[config.mk]
export PLATFORM = sky130hd
export DESIGN_NAME = theta_slice_stream_flat
export DESIGN_NICKNAME = d
export VERILOG_FILES = /design/src/rtl/theta_slice_stream_if.sv /design/src/rtl/theta_slice_stream.sv /design/src/flat_wrapper.sv
export SDC_FILE = /design/constraint.sdc
export NUM_CORES = 1
export LEC_CHECK = 0
export CORE_MARGIN = 3
export CORE_UTILIZATION = 50
export DETAILED_ROUTE_END_ITERATION = 10
export GPL_TIMING_DRIVEN = 0
export PLACE_DENSITY = 0.86
export SYNTH_ARGS = -nofsm -noshare
export SYNTH_HDL_FRONTEND = slang
export SYNTH_SLANG_ARGS = --single-unit
[constraint.sdc]
create_clock -name clk -period 11.4 [get_ports clk]
set_input_delay 2.28 -clock clk [delete_from_list [all_inputs] [get_ports clk]]
set_output_delay 2.28 -clock clk [all_outputs]
set_load 0.05 [all_outputs]
[src/rtl/theta_slice_stream_if.sv]
// Chunk stream bundle for the sliced Keccak theta step:
// input chunk channel plus output chunk channel with last flag.
interface theta_slice_stream_if #(
  parameter int DATA_W = 200
);
  logic              in_valid;
  logic              in_ready;
  logic [0:DATA_W-1] in_data;
  logic              out_valid;
  logic              out_ready;
  logic [0:DATA_W-1] out_data;
  logic              out_last;

  modport master (
    output in_valid, in_data, out_ready,
    input  in_ready, out_valid, out_data, out_last
  );

  modport slave (
    input  in_valid, in_data, out_ready,
    output in_ready, out_valid, out_data, out_last
  );
endinterface

[src/rtl/theta_slice_stream.sv]
// Streaming Keccak theta over z-slice chunks; carries the
// cross-chunk column parity (including the z wrap) internally.
module theta_slice_stream #(
  parameter int SLICES = 8,
  parameter int LANE_W = 64,
  parameter int DATA_W = 25 * SLICES
) (
  input  logic                  clk,
  input  logic                  rst,
  input  logic                  i_start,
  input  logic                  i_theta_en,
  output logic                  o_busy,
  theta_slice_stream_if.slave   bus
);
  localparam int NCHUNK = LANE_W / SLICES;
  localparam int CW = (NCHUNK > 1) ? $clog2(NCHUNK) : 1;
  localparam logic [CW-1:0] LAST = CW'(NCHUNK - 1);

  typedef enum logic [1:0] {IDLE, PRIME, RUN} state_t;

  state_t            r_state;
  state_t            w_next;
  logic [CW-1:0]     r_cnt;
  logic              r_theta;
  logic              r_busy;
  logic [4:0]        r_carry;
  logic              r_ovalid;
  logic              r_olast;
  logic [0:DATA_W-1] r_odata;

  logic              w_in_ready;
  logic              w_start;
  logic              w_acc;
  logic              w_run_acc;
  logic [4:0]        w_par0;
  logic [SLICES-1:0] w_col [5];
  logic [0:DATA_W-1] w_theta;

  // Column parity per x for every slice j of the incoming chunk
  always_comb begin
    for (int x = 0; x < 5; x++) begin
      w_col[x] = '0;
      for (int j = 0; j < SLICES; j++) begin
        for (int y = 0; y < 5; y++) begin
          w_col[x][j] = w_col[x][j]
            ^ bus.in_data[y*5*SLICES + x*SLICES + j];
        end
      end
      w_par0[x] = w_col[x][0];
    end
  end

  // j = SLICES-1 is the lowest z of the chunk; its z-1 neighbour
  // lives in the previous chunk and comes from the carry.
  always_comb begin
    w_theta = '0;
    for (int y = 0; y < 5; y++) begin
      for (int x = 0; x < 5; x++) begin
        for (int j = 0; j < SLICES; j++) begin
          w_theta[y*5*SLICES + x*SLICES + j] =
            bus.in_data[y*5*SLICES + x*SLICES + j]
            ^ w_col[(x+4)%5][j]
            ^ ((j == SLICES-1) ? r_carry[(x+1)%5]
                               : w_col[(x+1)%5][(j+1)%SLICES]);
        end
      end
    end
  end

  always_comb begin
    w_next     = r_state;
    w_in_ready = 1'b0;
    w_start    = 1'b0;
    unique case (r_state)
      IDLE: begin
        w_start = i_start & ~r_busy;
        if (w_start) w_next = PRIME;
      end
      PRIME: begin
        w_in_ready = 1'b1;
        if (bus.in_valid) w_next = RUN;
      end
      RUN: begin
        w_in_ready = ~r_ovalid | bus.out_ready;
        if (bus.in_valid & w_in_ready & (r_cnt == LAST))
          w_next = IDLE;
      end
      default: w_next = IDLE;
    endcase
  end

  assign w_acc     = bus.in_valid & w_in_ready;
  assign w_run_acc = w_acc & (r_state == RUN);

  always_ff @(posedge clk or posedge rst) begin
    if (rst) r_state <= IDLE;
    else     r_state <= w_next;
  end

  always_ff @(posedge clk or posedge rst) begin
    if (rst) begin
      r_cnt    <= '0;
      r_theta  <= 1'b0;
      r_busy   <= 1'b0;
      r_carry  <= '0;
      r_ovalid <= 1'b0;
      r_olast  <= 1'b0;
      r_odata  <= '0;
    end else begin
      if (w_start) begin
        r_theta <= i_theta_en;
        r_cnt   <= '0;
        r_busy  <= 1'b1;
      end else if (r_ovalid & bus.out_ready & r_olast) begin
        r_busy <= 1'b0;
      end
      if (w_acc) r_carry <= w_par0;
      if (w_run_acc) begin
        r_cnt    <= r_cnt + 1'b1;
        r_ovalid <= 1'b1;
        r_odata  <= r_theta ? w_theta : bus.in_data;
        r_olast  <= (r_cnt == LAST);
      end else if (bus.out_ready) begin
        r_ovalid <= 1'b0;
        r_olast  <= 1'b0;
      end
    end
  end

  assign bus.in_ready  = w_in_ready;
  assign bus.out_valid = r_ovalid;
  assign bus.out_data  = r_odata;
  assign bus.out_last  = r_olast;
  assign o_busy        = r_busy;
endmodule

[src/flat_wrapper.sv]
// flat-port wrapper written by rule: the top's interface ports become plain ports
module theta_slice_stream_flat 
#(
  parameter int SLICES = 8,
  parameter int LANE_W = 64,
  parameter int DATA_W = 25 * SLICES
)
  (clk, rst, i_start, i_theta_en, o_busy, bus_in_valid, bus_in_data, bus_out_ready, bus_in_ready, bus_out_valid, bus_out_data, bus_out_last);
  theta_slice_stream_if #(.DATA_W(DATA_W)) bus_i ();
  input  logic clk;
  input  logic rst;
  input  logic i_start;
  input  logic i_theta_en;
  output logic o_busy;
  input wire logic [$bits(bus_i.in_valid)-1:0] bus_in_valid;
  input wire logic [$bits(bus_i.in_data)-1:0] bus_in_data;
  input wire logic [$bits(bus_i.out_ready)-1:0] bus_out_ready;
  output wire logic [$bits(bus_i.in_ready)-1:0] bus_in_ready;
  output wire logic [$bits(bus_i.out_valid)-1:0] bus_out_valid;
  output wire logic [$bits(bus_i.out_data)-1:0] bus_out_data;
  output wire logic [$bits(bus_i.out_last)-1:0] bus_out_last;
  assign bus_i.in_valid = bus_in_valid;
  assign bus_i.in_data = bus_in_data;
  assign bus_i.out_ready = bus_out_ready;
  assign bus_in_ready = bus_i.in_ready;
  assign bus_out_valid = bus_i.out_valid;
  assign bus_out_data = bus_i.out_data;
  assign bus_out_last = bus_i.out_last;
  theta_slice_stream #(.SLICES(SLICES), .LANE_W(LANE_W), .DATA_W(DATA_W)) u_core (.clk(clk), .rst(rst), .i_start(i_start), .i_theta_en(i_theta_en), .o_busy(o_busy), .bus(bus_i));
endmodule
==> run summary, run 1 <==
Power spent charging and discharging nets: 0.00309 W
Clock root buffer: sky130_fd_sc_hd__clkbuf_16
Count of cells along the worst register-to-register path: 7
CTS tree: built
Post-synthesis share of cell area spent on xor and xnor gates: 0.175
Min Clock Period, post-route: 6.37 ns
Met1 global-route usage: 0.499
Number of antenna violations at the first check in global routing: 1
Overall power of the completed layout: 0.00587 W
Antenna-violating nets left: 0
Num Clock Sinks: 214
Fin worst setup slack: 5.03 ns
Cell type contributing the most total cell area after synthesis: sky130_fd_sc_hd__dfrtp_1
Met2 usage in global routing: 0.647
Portion of the clock cycle consumed by the worst path in the final layout: 0.559
Wire length on met3: 5880 um
Row cnt: 56
Global-route track usage on met3: 0.0773
Share of flip-flops with an asynchronous set or reset after synthesis: 1.00
Number of I/O port buffers: 409
Register area share after synthesis: 0.436
Number of synthesized flops with an enable pin: 0
Number of warnings the tools reported: 33
Tightest Pin Transition: 0.923 ns
Most frequently used flop master after synthesis: sky130_fd_sc_hd__dfrtp_1
Die Y-Extent: 163 um
Total setup violations reported at the end of the flow: 0
M1 WL: 19300 um
Yosys stat cell total: 1296
Pin count of the biggest net entering global routing: 115
Leading post-synthesis cells by instance count: sky130_fd_sc_hd__dfrtp_1, sky130_fd_sc_hd__o21ai_0, sky130_fd_sc_hd__nor2_1
Quantity of gates resized following cts: 0
Hold Path Depth: 2
Insertion delay at the late pin of the worst-skew pair: 0.53 ns
Share of the synthesized area in the top cell type: 0.436
Logic pwr share: 0.624
Area fraction in and, or, nand and nor cells: 0.165
Largest power group: combinational logic
Run status: completed
run 1: critical path, cell delays in order:
cell                              delay, ns
sky130_fd_sc_hd__clkdlybuf4s50_1       0.49
sky130_fd_sc_hd__nand2b_1              0.22
sky130_fd_sc_hd__a21oi_1               0.12
sky130_fd_sc_hd__nor2b_1               0.15
sky130_fd_sc_hd__clkdlybuf4s50_1       0.83
run 1: area by class of cell:
cell class / count / area, um2
Multi-Input combinational cell: 992 / 6540
Clock inverter: 6 / 80.1
Sequential cell: 214 / 5360
Clock buffer: 38 / 724
Timing Repair Buffer: 410 / 4120
Inverter: 5 / 26.3
Fill cell: 1761 / 6210
Tap cell: 319 / 399
Buffer: 85 / 363
Antenna cell: 1 / 2.50
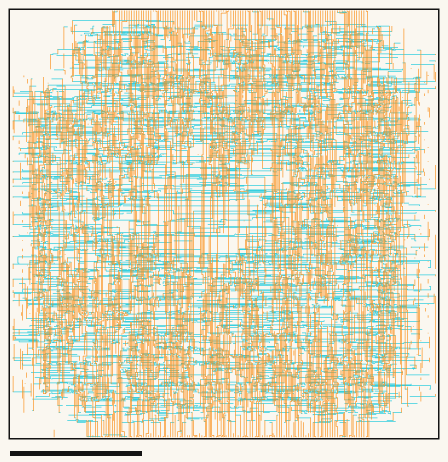
run_1/wires.png
The bar under the picture is 50 um long. Two of the layers only.
Key: metal 2 = orange [wire length 25.3 mm]; metal 1 = cyan [wire length 19300 um]
overall via count from detail_route: 13100
combined global-route utilization of all metal layers: 0.393
routed len/inst: 25.9 um
wire length after detailed routing: 53600 um

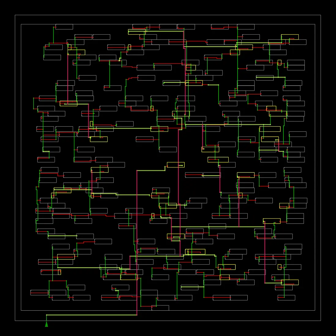
run_1/clocks.png
worst clock skew: 0.0126 ns
clock distribution power: 0.000810 W

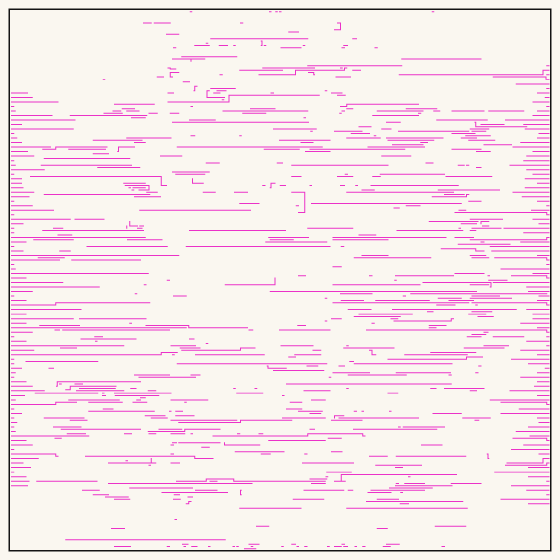
run_1/layer_met3.png
482 nets have wire on it. The layer carries 5880 um of wire. The longest straight run is 62.1 um. The wires run mostly horizontal.

run_1/layer_met2.png
The bar under the picture is 50 um long.
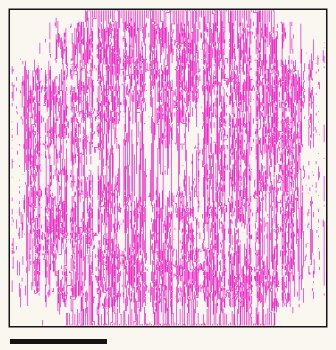

## Run 2: what changed since run 1
--- a/config.mk
+++ b/config.mk
@@ -6,10 +6,10 @@
 export NUM_CORES = 1
 export LEC_CHECK = 0
 export CORE_MARGIN = 3
-export CORE_UTILIZATION = 50
+export CORE_UTILIZATION = 42
 export DETAILED_ROUTE_END_ITERATION = 10
 export GPL_TIMING_DRIVEN = 0
-export PLACE_DENSITY = 0.86
+export PLACE_DENSITY = 0.77
 export SYNTH_ARGS = -nofsm -noshare
 export SYNTH_HDL_FRONTEND = slang
 export SYNTH_SLANG_ARGS = --single-unit
==> constraint.sdc (replaced) <==
create_clock -name clk -period 5.7 [get_ports clk]
set_input_delay 1.14 -clock clk [delete_from_list [all_inputs] [get_ports clk]]
set_output_delay 1.14 -clock clk [all_outputs]
set_load 0.05 [all_outputs]
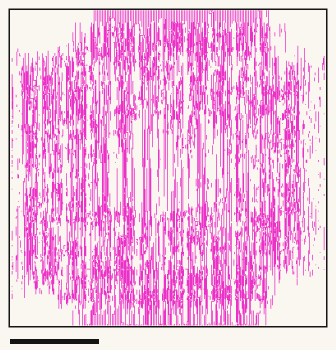
run_2/layer_met2.png
The bar under the picture is 50 um long.
The wires run mostly vertical. The layer carries 25.5 mm of wire. The layer holds 47% of the routed length.

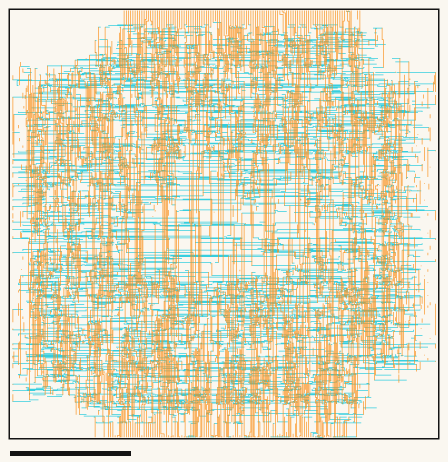
run_2/wires.png
The bar under the picture is 50 um long. Two of the layers only.
Key: metal 1 = cyan [wire length 20.7 mm]; metal 2 = orange [wire length 25.5 mm]

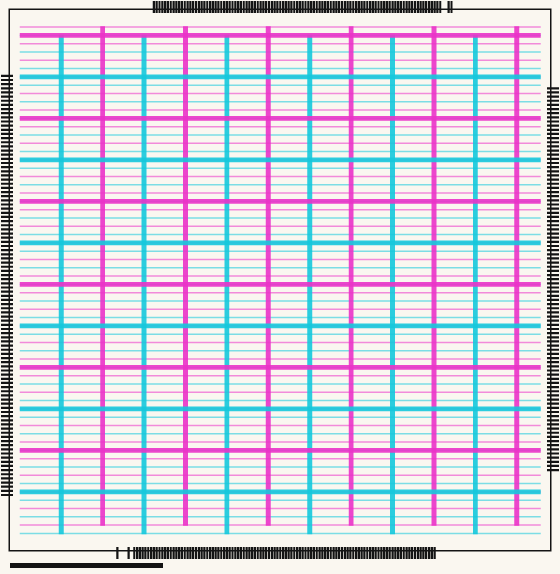
run_2/power_grid.png
The bar under the picture is 50 um long. Pins as bars on the die edge.
Key: VSS = cyan; VDD = magenta
62 met1 rails follow the rows. 12 straps on met5. The core has 61 rows. 410 signal pins sit on the boundary.

==> run 2 against run 1 <==
  * Via count is 2.9% lower
  * Final cell count increased by 3.0%
  * Clock skew shrank 0.00085 ns
  * Largest power group unchanged
  * Highest routed layer unchanged
==> run summary, run 2 <==
Total number of tap cells: 378 (+18%)
Overall power of the completed layout: 0.0117 W (+99%)
Leading cell category by total area: combinational gates
Buffer share of cell area: 0.257 (+0.00282)
Run status: completed
Count of cells along the worst register-to-register path: 7 (unchanged)
Relative area of clock buffers and inverters in the final design: 0.0455 (-0.000217)
Leading post-synthesis cells by instance count: sky130_fd_sc_hd__dfrtp_1, sky130_fd_sc_hd__o21ai_0, sky130_fd_sc_hd__nor2_1
Worst clock skew: 0.0118 ns (-0.000845 ns)
Clock root buffer: sky130_fd_sc_hd__clkbuf_16
Share of the synthesized area in the top cell type: 0.436 (unchanged)
Quantity of gates resized following cts: 0 (unchanged)
Registers: 214 (unchanged)
Overall via count from detail_route: 12800 (-2.9%)
Register area: 5360 um2 (unchanged)
Logic Gate Count: 992 (unchanged)
Insertion delay at the late pin of the worst-skew pair: 0.53 ns (about the same)
Number of I/O port buffers: 409 (unchanged)
Portion of the clock cycle consumed by the worst path in the final layout: 0.744
Count of fill cells added during filler insertion: 2366 (+34%)
## run 2: power breakdown
part           leakage, nW  switching [W]  internal (W)  total (W)
logic                 4.00        0.00498       0.00232    0.00730
clock network        0.396       0.000667      0.000959    0.00163
registers             2.57       0.000496       0.00228    0.00277
## run 2: critical path, cell delays in order
cell	delay (ns)
sky130_fd_sc_hd__clkdlybuf4s50_1	0.51
sky130_fd_sc_hd__nand2b_1	0.26
sky130_fd_sc_hd__a21oi_1	0.13
sky130_fd_sc_hd__nor2b_1	0.21
sky130_fd_sc_hd__clkdlybuf4s50_1	0.85
## run 2: metal layers
layer / wire [um] / global-route usage
met1: 20700 / 0.428
met2: 25500 / 0.547
met3: 4850 / 0.0682
met4: 2710 / 0.146
met5: 0 / 0
Power is estimated from default activity; no workload was simulated.
